File: config.mk
export PLATFORM = sky130hd
export DESIGN_NAME = seq_pow_poly
export DESIGN_NICKNAME = d
export VERILOG_FILES = /design/src/rtl/seq_pow_poly.sv
export SDC_FILE = /design/constraint.sdc
export NUM_CORES = 1
export LEC_CHECK = 0
export ABC_AREA = 0
export CAP_MARGIN = 0
export CORE_MARGIN = 3
export CORE_UTILIZATION = 35
export DETAILED_ROUTE_END_ITERATION = 10
export PLACE_DENSITY = 0.57
export SYNTH_ARGS = -nofsm -noshare
export SYNTH_HDL_FRONTEND = slang
export SYNTH_SLANG_ARGS = --single-unit
File: constraint.sdc
create_clock -name clk -period 5.4 [get_ports clk]
set_input_delay 1.08 -clock clk [delete_from_list [all_inputs] [get_ports clk]]
set_output_delay 1.08 -clock clk [all_outputs]
set_load 0.02 [all_outputs]
File: src/rtl/seq_pow_poly.sv
// seq_pow_poly: sequential unsigned power unit, result_out = x_in ** e_in.
// Accepts a request on start && ready, iterates one multiply per cycle,
// and pulses done when result_out / ovf are valid. Overflow either wraps
// modulo 2^RW (SAT=0) or saturates to all ones (SAT=1).
module seq_pow_poly #(
    parameter int unsigned XW  = 4,
    parameter int unsigned EW  = 3,
    parameter int unsigned RW  = 16,
    parameter int unsigned SAT = 0
) (
    input  logic          clk,
    input  logic          rst_n,
    input  logic          start,
    input  logic [XW-1:0] x_in,
    input  logic [EW-1:0] e_in,
    output logic          ready,
    output logic          done,
    output logic [RW-1:0] result_out,
    output logic          ovf
);

    typedef enum logic [1:0] {
        IDLE = 2'd0,
        CALC = 2'd1,
        DONE = 2'd2
    } state_t;

    state_t           state_q, state_d;
    logic [XW-1:0]    xr_q, xr_d;
    logic [RW-1:0]    acc_q, acc_d;
    logic [EW-1:0]    cnt_q, cnt_d;
    logic             sticky_q, sticky_d;
    logic [RW-1:0]    result_q, result_d;
    logic             ovf_q, ovf_d;

    logic [RW+XW-1:0] prod;
    logic             step_ovf;

    // Next-state, datapath step and result capture on entry to DONE
    always_comb begin
        state_d  = state_q;
        xr_d     = xr_q;
        acc_d    = acc_q;
        cnt_d    = cnt_q;
        sticky_d = sticky_q;
        result_d = result_q;
        ovf_d    = ovf_q;

        prod     = {{XW{1'b0}}, acc_q} * {{RW{1'b0}}, xr_q};
        step_ovf = |prod[RW+XW-1:RW];

        case (state_q)
            IDLE, DONE: begin
                if (state_q == DONE) begin
                    state_d = IDLE;
                end
                if (start) begin
                    xr_d     = x_in;
                    sticky_d = 1'b0;
                    if (e_in == '0) begin
                        acc_d   = RW'(1);
                        state_d = DONE;
                    end else if (e_in == EW'(1)) begin
                        acc_d   = RW'(x_in);
                        state_d = DONE;
                    end else begin
                        acc_d   = RW'(x_in);
                        cnt_d   = e_in - EW'(1);
                        state_d = CALC;
                    end
                end
            end
            CALC: begin
                sticky_d = sticky_q | step_ovf;
                if ((SAT != 0) && sticky_d) begin
                    acc_d = '1;
                end else begin
                    acc_d = prod[RW-1:0];
                end
                cnt_d = cnt_q - EW'(1);
                if (cnt_q == EW'(1)) begin
                    state_d = DONE;
                end
            end
            default: begin
                state_d = IDLE;
            end
        endcase

        // Whichever path enters DONE, publish the final accumulator/sticky
        if (state_d == DONE) begin
            result_d = acc_d;
            ovf_d    = sticky_d;
        end
    end

    // State and datapath registers with synchronous active-low reset
    always_ff @(posedge clk) begin
        if (!rst_n) begin
            state_q  <= IDLE;
            xr_q     <= '0;
            acc_q    <= '0;
            cnt_q    <= '0;
            sticky_q <= 1'b0;
            result_q <= '0;
            ovf_q    <= 1'b0;
        end else begin
            state_q  <= state_d;
            xr_q     <= xr_d;
            acc_q    <= acc_d;
            cnt_q    <= cnt_d;
            sticky_q <= sticky_d;
            result_q <= result_d;
            ovf_q    <= ovf_d;
        end
    end

    assign ready      = (state_q != CALC);
    assign done       = (state_q == DONE);
    assign result_out = result_q;
    assign ovf        = ovf_q;

endmodule

**Metal 1**

The bar under the picture is 20 um long. Supply wires on this layer in gray. Cells faint in the background.
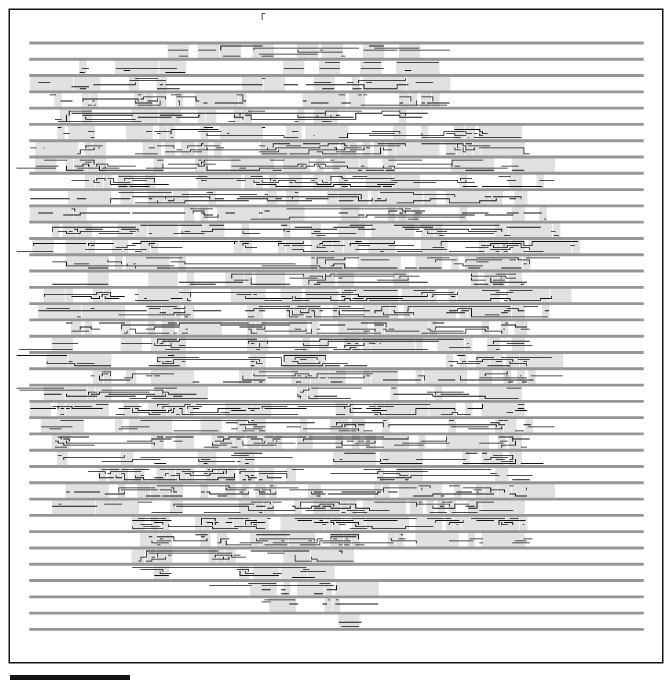
524 nets have wire on it. The layer holds 51% of the routed length.
routed wire length: 9180 um
global-route met1 utilization: 0.257

**Sequential cells grouped by signal name**

The bar under the picture is 20 um long.
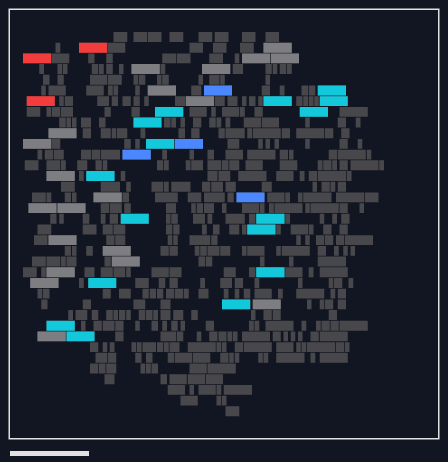
Key: red = `cnt_q` [flops 3]; blue = `xr_q` [flops 4]; cyan = `acc_q` [flops 16]
Another 20 sequential cells are not colored.
power attributed to sequential cells: 345 uW
Register Area: 861 um^2
Core Util, Final: 0.418

**Routed metal, one color a layer**

Two of the layers only.
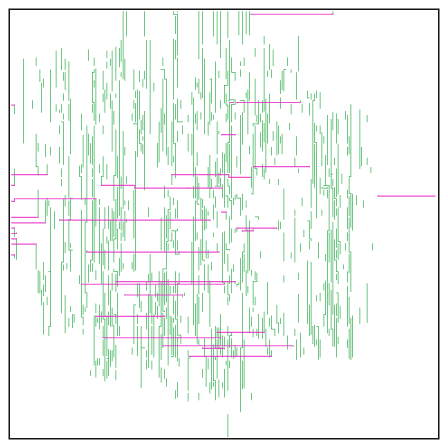
Key: green = M2 [wire length 3970 um]; magenta = M3 [wire length 466 um]
detailed-route wire length per cell: 14.7 um
Total GRT Usage: 0.170
via count: 3177

**Routing congestion**

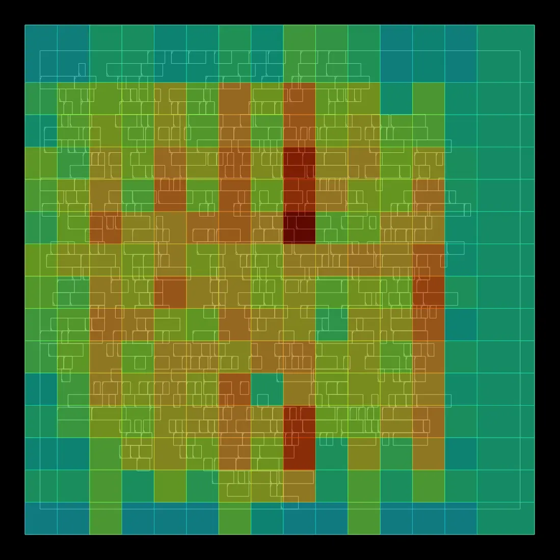
met2 routing resource usage after global routing: 0.261
Most Crowded Layer GR: met2
met3 global-route usage: 0.0266

==> reports/metrics.csv <==
stage,metric,value,unit
power,power.group.top,registers,
cts,clock_latency,0.29,ns
critical_path,crit_end,ovf,
yosys,synth_adder_area_share,0.249,
final_layout,flop-count,43,
cts,tritoncts.num_buffers,5,
drt,ant_nets,0,
die,die-width,109,um
final_layout,layout.clock_buffers,6,
yosys,syn_inst,468,
yosys,top_cell,sky130_fd_sc_hd__nand2_1,
critical_path,standard_cell_with_the_maximum_stage_delay_on_the_critical_path,sky130_fd_sc_hd__dfxtp_1,
yosys,syn-cell-area,0.00370,mm^2
global_routing,grt_pass1_vias,3276,
power,combPwrFrac,0.157,
critical_path,critPathMostFrequentCell,sky130_fd_sc_hd__fa_1,
critical_path,critPathLaunch,xr_q[3],
sta,report.final.hold_viol_count,0,
cts,postCtsSetupRepairBufs,0,
critical_path,crit_path_max_incr_delay,0.66,ns
yosys,ys_cells,468,
critical_path,critical_path_peak_fanout,17,
placement,globalplace.congestion,0.836,
drt,top_layer,met4,
power,switchingPower,192,uW
critical_path,timing.reg2reg.setup_slack,1.22,ns
sta,post-route-period-util,0.775,
yosys,synthDominantCellAreaShare,0.232,
die,boundaryPins,29,
final_layout,layout.non_clock_buffers,32,
yosys,synth-seq-cells,43,
cts,cts_hold_buf,0,
critical_path,cp.depth,12,
critical_path,worstReg2RegStart,xr_q[3],
critical_path,r2r_end,ovf,
global_routing,antenna_found_initial,0,
power,power.share.switching,0.296,
yosys,synth-edff-count,0,
yosys,asyncSetResetFlopFracSynth,0,
global_routing,grt_pass1_wl,16300,um
yosys,compound_area_frac,0.177,
die,dieArea,0.0119,mm^2
global_routing,grt_max_degree,26,
final_layout,biggestCellCategory,combinational gates,
flow_run,cap_viol_max_count,0,
yosys,yosys.area_share.xor_xnor,0.0189,
placement,placedCellCount,616,
final_layout,lay_top_cells,"69 x sky130_fd_sc_hd__nand2_1, 55 x sky130_fd_sc_hd__inv_1, 43 x sky130_fd_sc_hd__and2_1, 43 x sky130_fd_sc_hd__dfxtp_1, 41 x sky130_fd_sc_hd__a21oi_1",
power,power_combinational,102,uW
critical_path,crit_chain,nand2_1 -> fa_1 -> inv_1 -> fa_1 -> fa_1 -> a21o_1 -> a221oi_2 -> o221ai_2 -> a31oi_1 -> nor3_1 -> nor4bb_1 -> a311oi_1,
die,placement_rows,36,
yosys,synth-area-yosys,0.00370,mm^2
final_layout,sh_comb_area,0.611,
sta,rsz0062_at_grt,no,
yosys,post_synth_and_or_nand_nor_area_fraction,0.245,
power,power.leakage,1.91,nW
power,report.power.total,650,uW
sta,clock_skew,0.00355,ns
placement,dp.final_hpwl,7180,um
yosys,synth_nets,535,
final_layout,final.fill_count,1035,
sta,timing.final.crit_period,4.18,ns
cts,clk_pin_slew_worst_paths,0.08,ns
cts,clock_tree.htree_level_count,2,
final_layout,final-instance-count-excl-fill,624,
final_layout,inv_count,56,
final_layout,areaGrowthSynthToFinish,13.3,%
final_layout,layout.cell_area.non_filler,0.00420,mm^2
status,outcome,finished clean,
yosys,yosys_warnings,0,
drt,total_length_of_routed_met3_wires,465,um
final_layout,drive_gt1_frac,0.0387,
cts,post_cts.resized_instances,0,
sta,whs,0.461,ns
hold_path,worst_hold_path.endpoint,result_out[0],
cts,max_buffers_root_to_sink,2,
hold_path,hold_path.startpoint,result_out[0],
drt,drc,0,
yosys,synth_seq_share,0.232,
drt,dr.pass1.iters,4,
placement,setup_slack_at_placement,1.21,ns
final_layout,diodes,0,
final_layout,area.combinational,0.00256,mm^2
drt,drt_iter0_markers,181,
critical_path,path_buffers,1,
power,power_density,155,mW/mm^2
drt,met2WireLength,3970,um
critical_path,cp-start-kind,flip-flop,
yosys,synth_area_leader,sky130_fd_sc_hd__dfxtp_1,
placement,dpl-instance-area,0.00411,mm^2
global_routing,grt_overflow,0,
Power figures rest on the tool's default switching activity, not on a simulated workload.
